==> config.mk <==
export PLATFORM = sky130hd
export DESIGN_NAME = rif_timer_regbank_flat
export DESIGN_NICKNAME = d
export VERILOG_FILES = /design/src/rtl/rif_timer_pkg.sv /design/src/rtl/rif_timer_if.sv /design/src/rtl/rif_timer_core.sv /design/src/rtl/rif_timer_regbank.sv /design/src/flat_wrapper.sv
export SDC_FILE = /design/constraint.sdc
export NUM_CORES = 1
export LEC_CHECK = 0
export ABC_AREA = 1
export CORE_MARGIN = 2
export CORE_UTILIZATION = 35
export CTS_BUF_LIST = sky130_fd_sc_hd__clkbuf_16
export CTS_CLUSTER_DIAMETER = 200
export CTS_CLUSTER_SIZE = 40
export DETAILED_ROUTE_END_ITERATION = 8
export GPL_TIMING_DRIVEN = 1
export PLACE_DENSITY_LB_ADDON = 0.3
export REMOVE_ABC_BUFFERS = 1
export SYNTH_ARGS = -nofsm -noshare
export SYNTH_HDL_FRONTEND = slang
export SYNTH_SLANG_ARGS = --single-unit
==> constraint.sdc <==
create_clock -name HCLK -period 3 [get_ports HCLK]
set_input_delay 0.6 -clock HCLK [delete_from_list [all_inputs] [get_ports HCLK]]
set_output_delay 0.6 -clock HCLK [all_outputs]
set_load 0.01 [all_outputs]
**Sequential cells coloured by netlist name**

Bar = 50 um. Other sequential cells in the stronger grey, the rest of the logic in the fainter grey.
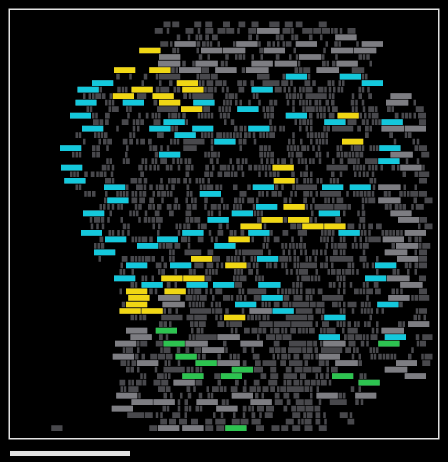
Key: cyan = u_core.u_core.count [flops 64]; green = u_core.ctrl_r [flops 11]; yellow = u_core.cnt_hi_r [flops 32]
power in sequential cells: 0.00246 W
FF/Latch Area: 4570 sq um

**The clock network**

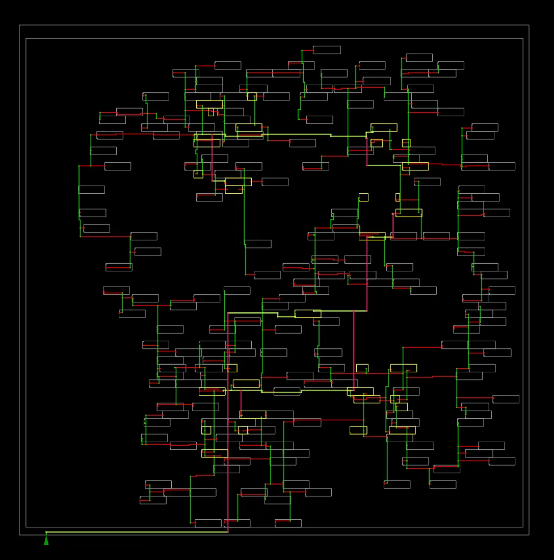
Seq cells: 181
CTS sink cnt: 181
Clock Power: 0.00221 W

==> out/results.tsv <==
stage	metric	value	unit
clock_tree	postCtsSetupRepairBufs	2	
synth	mux_area_frac	0.00632	
route	first_pass_iters	5	
synth	ys.flops	181	
route	via_per_inst	5.14	
clock_tree	cts.path.max_buffers	2	
clock_tree	clk_latency	0.44	ns
cells_and_area	layout-drive-gt1-share	0.116	
min_path	min_path_type	input pin to async pin	
global_routing	grt_overflow	0	
flow_run	warning_count	28	
global_routing	antenna_found_initial	0	
cells_and_area	largest_reg_flops	64	
clock_tree	root_buffer	clkbuf_16	
global_routing	grt_max_degree	65	
run_status	status	finished, final reports clean	
cells_and_area	mostFrequentLayoutCell	nand2_1	
route	drt_iter0_drc	1006	
floorplan	core	29900	sq um
cells_and_area	mi_logic_area	5430	sq um
route	num_vias	10600	
clock_tree	cts_buffers	17	
cells_and_area	fin_cells	2058	
route	wl_met3	2.01	mm
route	met1_length	15.8	mm
power_and_ir_drop	p_comb_frac	0.063	
floorplan	core.rowCount	63	
sta	drv_slew	0	
Power is estimated from default activity; no workload was simulated.
